<file path="config.mk">
export PLATFORM = sky130hd
export DESIGN_NAME = sha1_msg_sched
export DESIGN_NICKNAME = d
export VERILOG_FILES = /design/src/rtl/sha1_pkg.sv /design/src/rtl/sha1_w_window.sv /design/src/rtl/sha1_msg_sched.sv
export SDC_FILE = /design/constraint.sdc
export NUM_CORES = 1
export LEC_CHECK = 0
export ABC_AREA = 1
export CORE_MARGIN = 2
export CORE_UTILIZATION = 45
export DETAILED_ROUTE_END_ITERATION = 8
export GPL_TIMING_DRIVEN = 0
export PLACE_DENSITY = 0.71
export SLEW_MARGIN = 20
export SYNTH_ARGS = -nofsm -noshare
export SYNTH_HDL_FRONTEND = slang
export SYNTH_SLANG_ARGS = --single-unit
export TNS_END_PERCENT = 5
</file>
<file path="constraint.sdc">
create_clock -name clk -period 2 [get_ports clk]
set_clock_uncertainty 0.2 [all_clocks]
set_input_delay 0.4 -clock clk [delete_from_list [all_inputs] [get_ports clk]]
set_output_delay 0.4 -clock clk [all_outputs]
set_load 0.01 [all_outputs]
</file>
<file path="src/rtl/sha1_pkg.sv">
// Shared SHA-1 types, sizes and helpers for the message scheduler.
package sha1_pkg;

   typedef logic [31:0] word_t;

   typedef enum logic [1:0] {
      SCHED_LOAD  = 2'd0,
      SCHED_START = 2'd1,
      SCHED_ROUND = 2'd2
   } sched_state_e;

   localparam int SHA1_ROUNDS    = 80;
   localparam int SHA1_BLK_WORDS = 16;

   function automatic word_t rotl1(input word_t x);
      return {x[30:0], x[31]};
   endfunction

   function automatic word_t bswap32(input word_t x);
      return {x[7:0], x[15:8], x[23:16], x[31:24]};
   endfunction

endpackage

</file>
<file path="src/rtl/sha1_w_window.sv">
// 16-entry schedule window: indexed writes while a block loads, shift-down
// with new word entering at the top while rounds run.
module sha1_w_window
   import sha1_pkg::*;
(
   input  logic       clk,
   input  logic       rst_n,
   input  logic       wr_en_i,
   input  logic [3:0] wr_idx_i,
   input  word_t      wr_data_i,
   input  logic       shift_en_i,
   input  word_t      shift_data_i,
   output word_t      tap0_o,
   output word_t      tap2_o,
   output word_t      tap8_o,
   output word_t      tap13_o
);

   word_t win_q [SHA1_BLK_WORDS];
   word_t win_d [SHA1_BLK_WORDS];

   // Shift and indexed write never coincide: one is LOAD-only, the other ROUND-only.
   always_comb begin
      win_d = win_q;
      if (shift_en_i) begin
         for (int i = 0; i < SHA1_BLK_WORDS - 1; i++) begin
            win_d[i] = win_q[i+1];
         end
         win_d[SHA1_BLK_WORDS-1] = shift_data_i;
      end else if (wr_en_i) begin
         win_d[wr_idx_i] = wr_data_i;
      end
   end

   always_ff @(posedge clk or negedge rst_n) begin
      if (!rst_n) begin
         for (int i = 0; i < SHA1_BLK_WORDS; i++) begin
            win_q[i] <= '0;
         end
      end else begin
         win_q <= win_d;
      end
   end

   assign tap0_o  = win_q[0];
   assign tap2_o  = win_q[2];
   assign tap8_o  = win_q[8];
   assign tap13_o = win_q[13];

endmodule

</file>
<file path="src/rtl/sha1_msg_sched.sv">
// SHA-1 message scheduler: loads a 16-word block, pulses start, then supplies
// W[t] to the round controller. SHA1_SCHED_BSWAP_EN byte-swaps host words.
module sha1_msg_sched
   import sha1_pkg::*;
#(
   parameter int ROUNDS = SHA1_ROUNDS
) (
   input  logic        clk,
   input  logic        rst_n,
   input  logic        in_valid,
   input  logic [31:0] in_data,
   output logic        in_ready,
   output logic        start,
   input  logic        round_en,
   input  logic [7:0]  t_i,
   input  logic        done_i,
   output logic [31:0] w_o,
   output logic        w_valid,
   output logic        busy
);

   localparam int          WORDS    = SHA1_BLK_WORDS;
   localparam logic [31:0] ROUNDS_W = ROUNDS;
   localparam logic [31:0] WORDS_W  = WORDS;

   sched_state_e state_q, state_d;
   logic [3:0]   cnt_q, cnt_d;
   logic         accept;
   logic         in_round;
   logic [31:0]  t_ext;
   word_t        wr_word;
   word_t        w_next;
   word_t        tap0, tap2, tap8, tap13;

   assign t_ext = {24'd0, t_i};

`ifdef SHA1_SCHED_BSWAP_EN
   assign wr_word = bswap32(in_data);
`else
   assign wr_word = in_data;
`endif

   // Handshake: a word moves when in_valid && in_ready at the rising edge.
   always_comb begin
      state_d  = state_q;
      cnt_d    = cnt_q;
      in_ready = 1'b0;
      busy     = 1'b1;
      accept   = 1'b0;
      case (state_q)
         SCHED_LOAD: begin
            in_ready = 1'b1;
            busy     = 1'b0;
            if (in_valid) begin
               accept = 1'b1;
               cnt_d  = cnt_q + 4'd1;
               if (cnt_q == 4'd15) state_d = SCHED_START;
            end
         end
         SCHED_START: state_d = SCHED_ROUND;
         SCHED_ROUND: if (done_i) state_d = SCHED_LOAD;
         default:     state_d = SCHED_LOAD;
      endcase
   end

   always_ff @(posedge clk or negedge rst_n) begin
      if (!rst_n) begin
         state_q <= SCHED_LOAD;
         cnt_q   <= 4'd0;
      end else begin
         state_q <= state_d;
         cnt_q   <= cnt_d;
      end
   end

   assign start    = (state_q == SCHED_START);
   assign in_round = (state_q == SCHED_ROUND) && round_en && (t_ext < ROUNDS_W);
   assign w_next   = (t_ext < WORDS_W) ? tap0 : rotl1(tap13 ^ tap8 ^ tap2 ^ tap0);
   assign w_valid  = in_round;
   assign w_o      = in_round ? w_next : '0;

   sha1_w_window u_window (
      .clk          (clk),
      .rst_n        (rst_n),
      .wr_en_i      (accept),
      .wr_idx_i     (cnt_q),
      .wr_data_i    (wr_word),
      .shift_en_i   (in_round),
      .shift_data_i (w_next),
      .tap0_o       (tap0),
      .tap2_o       (tap2),
      .tap8_o       (tap8),
      .tap13_o      (tap13)
   );

endmodule
</file>
==> changes_impl.md, run 1 <==
### Metrics

- Die W: roughly 250 um
- Sequential share of power: 0.424
- # Post-CTS Setup Buffers: between 80 and 90
- Leading area contributor after synthesis: dfrtp_1
- Top cells by area: dfrtp_1 (46%), nand2_1 (27%), nand3_1 (13%)
- CORE AREA: between 60000 and 70000 sq um
- Top-Level Pins: a little over 80
- Largest net degree at the start of global routing: ~95
- Crit path DAT: approximately 2400 ps
- Cell Area, Synth: 28100 sq um
- Placed cell area: around 30000 sq um
- DR vias: 29700
- Max power group: sequential cells
- Flops & latches, synth: 518
- Tmin final: between 2000 and 3000 ps
- Mean post-synth cell area: 6.76 sq um
- Routed wire length per instance: roughly 24 um
- Setup TNS: -197210 ps
- Dpl ws: -1580 ps
- Synth warnings: 0
- CP startpoint kind: register
- Synth Instances: 4149
- Num CTS Buffers: ~58
- Status: finished, violations left
- Fmax: 336 MHz
- Yosys stat area: 28100 sq um
- Share of cells above drive strength 1: 0.138
- TritonCTS clock tree: done
- Post-synth EDFFs: 0
- Max-area cell share: 0.462
- Clkbuf count: ~90
- Combinational power share: 0.313
- Slew Viols, Final: 0
- GRT Overall Usage: 0.393
- Non-clk bufs: 420
- Top Metal Used: met5
- Final setup fails: 548
- Comb/total area: 0.402
- Hpwl dp: 90200 um
- Syn-to-layout area delta: 20.3%
- Most numerous logic cell after layout: nand2_1
- Period utilisation layout: 1.49
- Initial DRC count: between 4000 and 5000
- Comb gates: between 3000 and 4000
- Latency at later pin: 650 ps
- Max-cap violations: 0
- Crit path cell chain: inv_2 -> nand2_4 -> nor2_4 -> nand2_4 -> buf_4 -> inv_6 -> buf_12 -> buf_12 -> buf_12 -> buf_6
- CP endpoint kind: output pin
- Chip Height: approximately 250 um
- First-pass GRT wire length: ~180000 um
- Placed cells: 5036
- R2r worst-path depth: 18
- Adders+Majority by Area: 0.00178
- Clock Power Share: 0.262
- Fraction of synthesized cell area in xor and xnor cells: 0.00125
- Worst slew pin tran: about 1300 ps
- Biggest register: u_window.win_q
- Worst vdd ir: 0.000734 V
- Power Internal: 25.3 mW
- Final net count: between 4000 and 5000
- CP dominant cell by count: buf_12
- CTS root buf: clkbuf_16
- Nets in the synthesized netlist: approximately 4200
- Tool warnings: 35
- Most frequent cell after synthesis: nand2_1
- Vias per inst: approximately 5.7
- NonClk Buf Share: 0.0998
- Routability cong.: about 1.1
- FF-to-FF setup slack: -790 ps
- # port buffers: approximately 44
- P_sw: 17.8 mW
- Resized cells post-CTS: 440
- Clock transition at path regs: about 60 ps
- Hold Slack: just over 100 ps
- Mux share: 0
- Synth Area in Compound Gates: 0.0231
- Worst min path class: input port to async pin
- RSZ-0062 raised after global routing: true
- Sum of routed wire segments on met1: 47800 um
- Residual DRC: 0
- Post-Layout Cell Count: between 5000 and 6000
- Vias in the first global route: 27300
- Routing usage on met2: 0.566
- Crit path to: w_valid
- Final worst slack: -975 ps
- GRT overflow: 0
- H-tree levels: 2
- Yosys stat cell total: between 4000 and 5000
- Comb power: 13.5 mW
- Synth Seq Share: 0.462
- Antenna violations before repair: 5
- Reg area: ~13000 sq um
- DRT Pass-1 Iters: 7
- Crit path max-delay family: buffers and inverters
- Reg2reg start: state_q[0]$_DFFE_PN0P_
- Starting Density: 0.455
- Power Sequential: ~18 mW
- Post-synth top cells: nand2_1 (2034), nand3_1 (726), dfrtp_1 (518)
- Violated checks: setup timing
- WS Path Type: register to output pin
- Drt total wl: 127000 um
- And+or+nand+nor area frac: 0.433
- Max reg flops: 384
- CP bufs+invs: 7
- Logic family by area: simple AND/OR/NAND/NOR gates
- Post-synth ARST share: 1.00
- Layout clock area frac: 0.0584
- Slowest stage delay, CP: 470 ps
- Worst R2R End: u_window.win_q[11]$_DFFE_PN0P_
- Leakage: ~18 nW
- CTS Buffer Depth: 3
- Sequential share of cell area: 0.384
- Grt met1 use: 0.501
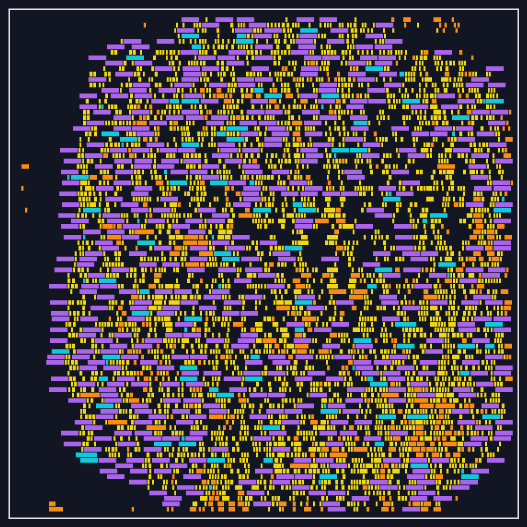
Run 1: placed cells, one color a class
(2 px per um)
[orange] remaining buffers and delay cells | cells: 420 | share of their area: 10%
[purple] sequential cells | cells: 518 | share of their area: 40%
[cyan] clock drivers and dummy loads | cells: 108 | share of their area: 6.0%
[yellow] combinational and other logic | cells: 3328 | share of their area: 44%

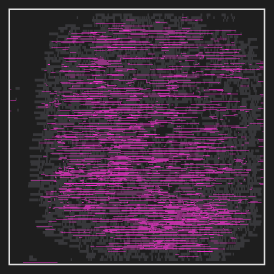
Run 1: metal 3
(1 px per um)
nets with wire on the layer: 567
main direction: horizontal

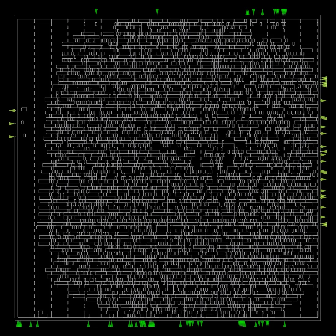
Run 1: placement view
cell row count: 91
Final Core Density: 0.547
Filler Cells Inserted: 5939
Flops: 518

Run 1, sequential cells colored by netlist name:
(1.5 px per um)
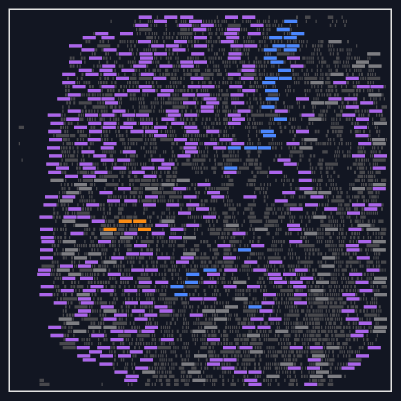

--- run 2 (diff from run 1) ---
- PLACE_DENSITY: 0.71 -> 0.68
- clock period: 2 -> 3.7 ns (I/O delays scaled with it)
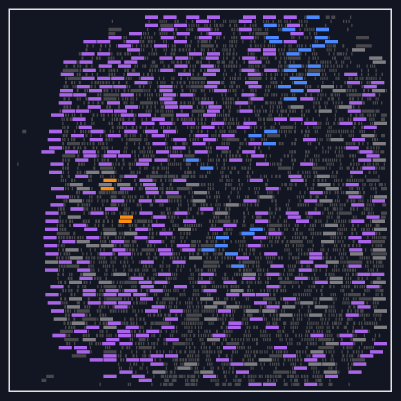
Run 2: sequential cells colored by netlist name
(1.5 px per um)
[blue] `u_window.tap2_o` | placed flops: 32
[purple] `u_window.win_q` | placed flops: 384 | where: widely spread
[orange] `cnt_q` | placed flops: 4 | where: left middle
not colored: 98

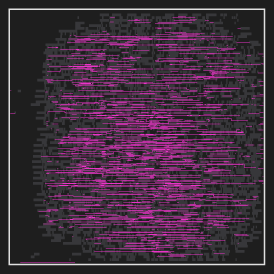
Run 2: metal 3
(1 px per um)
drt total wl: 124000 um
GRT met3 Usage: 0.107
DR vias: 29100

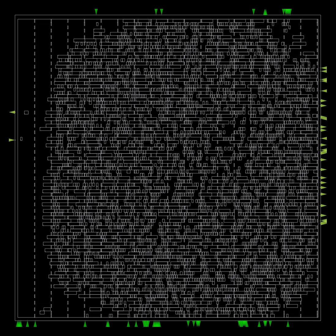
Run 2: placement view
Final Core Density: 0.516
Filler Cells Inserted: 6174

==> run 2 against run 1 <==
  * The flow still finishes with violations (setup timing)
  * Worst setup slack gained 960 ps
  * Synthesized cell count stayed put
  * Register-to-register slack improved by 1000 ps
  * Cell area down 5.7%
  * Combinational power shrank about 50%
  * Clock-buffer cell count is 19 lower
  * Non-clock buffer count decreased by 64
  * Critical path depth down 1
  * Via count is 2.0% lower
  * Cell count fell by 1.3%
  * Die size stayed put
  * Largest power group unchanged
==> changes_impl.md, run 2 <==
### Metrics

- Resized cells post-CTS: 51
- Nets in the synthesized netlist: roughly 4200
- Post-synth EDFFs: 0
- Reg area: ~13000 sq um
- Slowest stage delay, CP: 530 ps
- Non-clk bufs: about 360
- Dpl ws: -588 ps
- Starting Density: 0.455
- Status: finished, violations left
- # port buffers: roughly 44
- Biggest register: u_window.win_q
- Crit path DAT: 2770 ps
- Worst R2R End: u_window.tap13_o[5]$_DFFE_PN0P_
- Share of cells above drive strength 1: 0.0669
- Routability cong.: ~1.0
- Worst vdd ir: about 0.00036 V
- Die W: approximately 250 um
- Max reg flops: 384
- Power Internal: 13.7 mW
- # Post-CTS Setup Buffers: 3
- Power Sequential: roughly 9.9 mW
- Antenna violations before repair: 4
- FF-to-FF setup slack: roughly 220 ps
- And+or+nand+nor area frac: 0.433
- Largest net degree at the start of global routing: between 90 and 100
- Placed cell area: 29700 sq um
- Violated checks: setup timing
- CTS root buf: clkbuf_16
- Worst slew pin tran: between 1000 and 1500 ps
- Crit path cell chain: inv_2 -> nand2_1 -> nor2_2 -> nand2_2 -> buf_2 -> nor2_1 -> nand2_1 -> inv_1 -> clkdlybuf4s50_1
- CP bufs+invs: 4
- Tool warnings: 35
- Num CTS Buffers: around 57
- Fmax: between 200 and 300 MHz
- CP dominant cell by count: nand2_1
- Cell Area, Synth: about 28000 sq um
- Crit path to: w_o[31]
- Post-synth top cells: nand2_1 (2034), nand3_1 (726), dfrtp_1 (518)
- Fraction of synthesized cell area in xor and xnor cells: 0.00125
- Post-synth ARST share: 1.00
- GRT overflow: 0
- WS Path Type: register to output pin
- NonClk Buf Share: 0.0649
- Final net count: between 4000 and 5000
- Period utilisation layout: 1.00
- Syn-to-layout area delta: 13.4%
- Slew Viols, Final: 0
- CORE AREA: 61700 sq um
- Yosys stat cell total: 4149
- Flops & latches, synth: between 500 and 600
- Routed wire length per instance: 24.0 um
- RSZ-0062 raised after global routing: true
- Final setup fails: 1
- Latency at later pin: around 640 ps
- Flops: approximately 520
- Clock transition at path regs: 60 ps
- Adders+Majority by Area: 0.00178
- Top Metal Used: met5
- Synth Instances: 4149
- Clock Power Share: 0.275
- CP endpoint kind: output pin
- Most frequent cell after synthesis: nand2_1
- Sequential share of power: 0.431
- Vias in the first global route: approximately 27000
- Sum of routed wire segments on met1: approximately 47000 um
- Comb/total area: 0.406
- Yosys stat area: around 28000 sq um
- Mux share: 0
- Initial DRC count: around 4300
- Synth Seq Share: 0.462
- Top cells by area: dfrtp_1 (46%), nand2_1 (27%), nand3_1 (13%)
- Leakage: around 18 nW
- Max-area cell share: 0.462
- Most numerous logic cell after layout: nand2_1
- Vias per inst: about 5.7
- Worst min path class: register to register
- Final worst slack: -13.5 ps
- GRT Overall Usage: 0.385
- Grt met1 use: 0.512
- Tmin final: between 3000 and 4000 ps
- Synth Area in Compound Gates: 0.0231
Power is estimated from default activity; no workload was simulated.
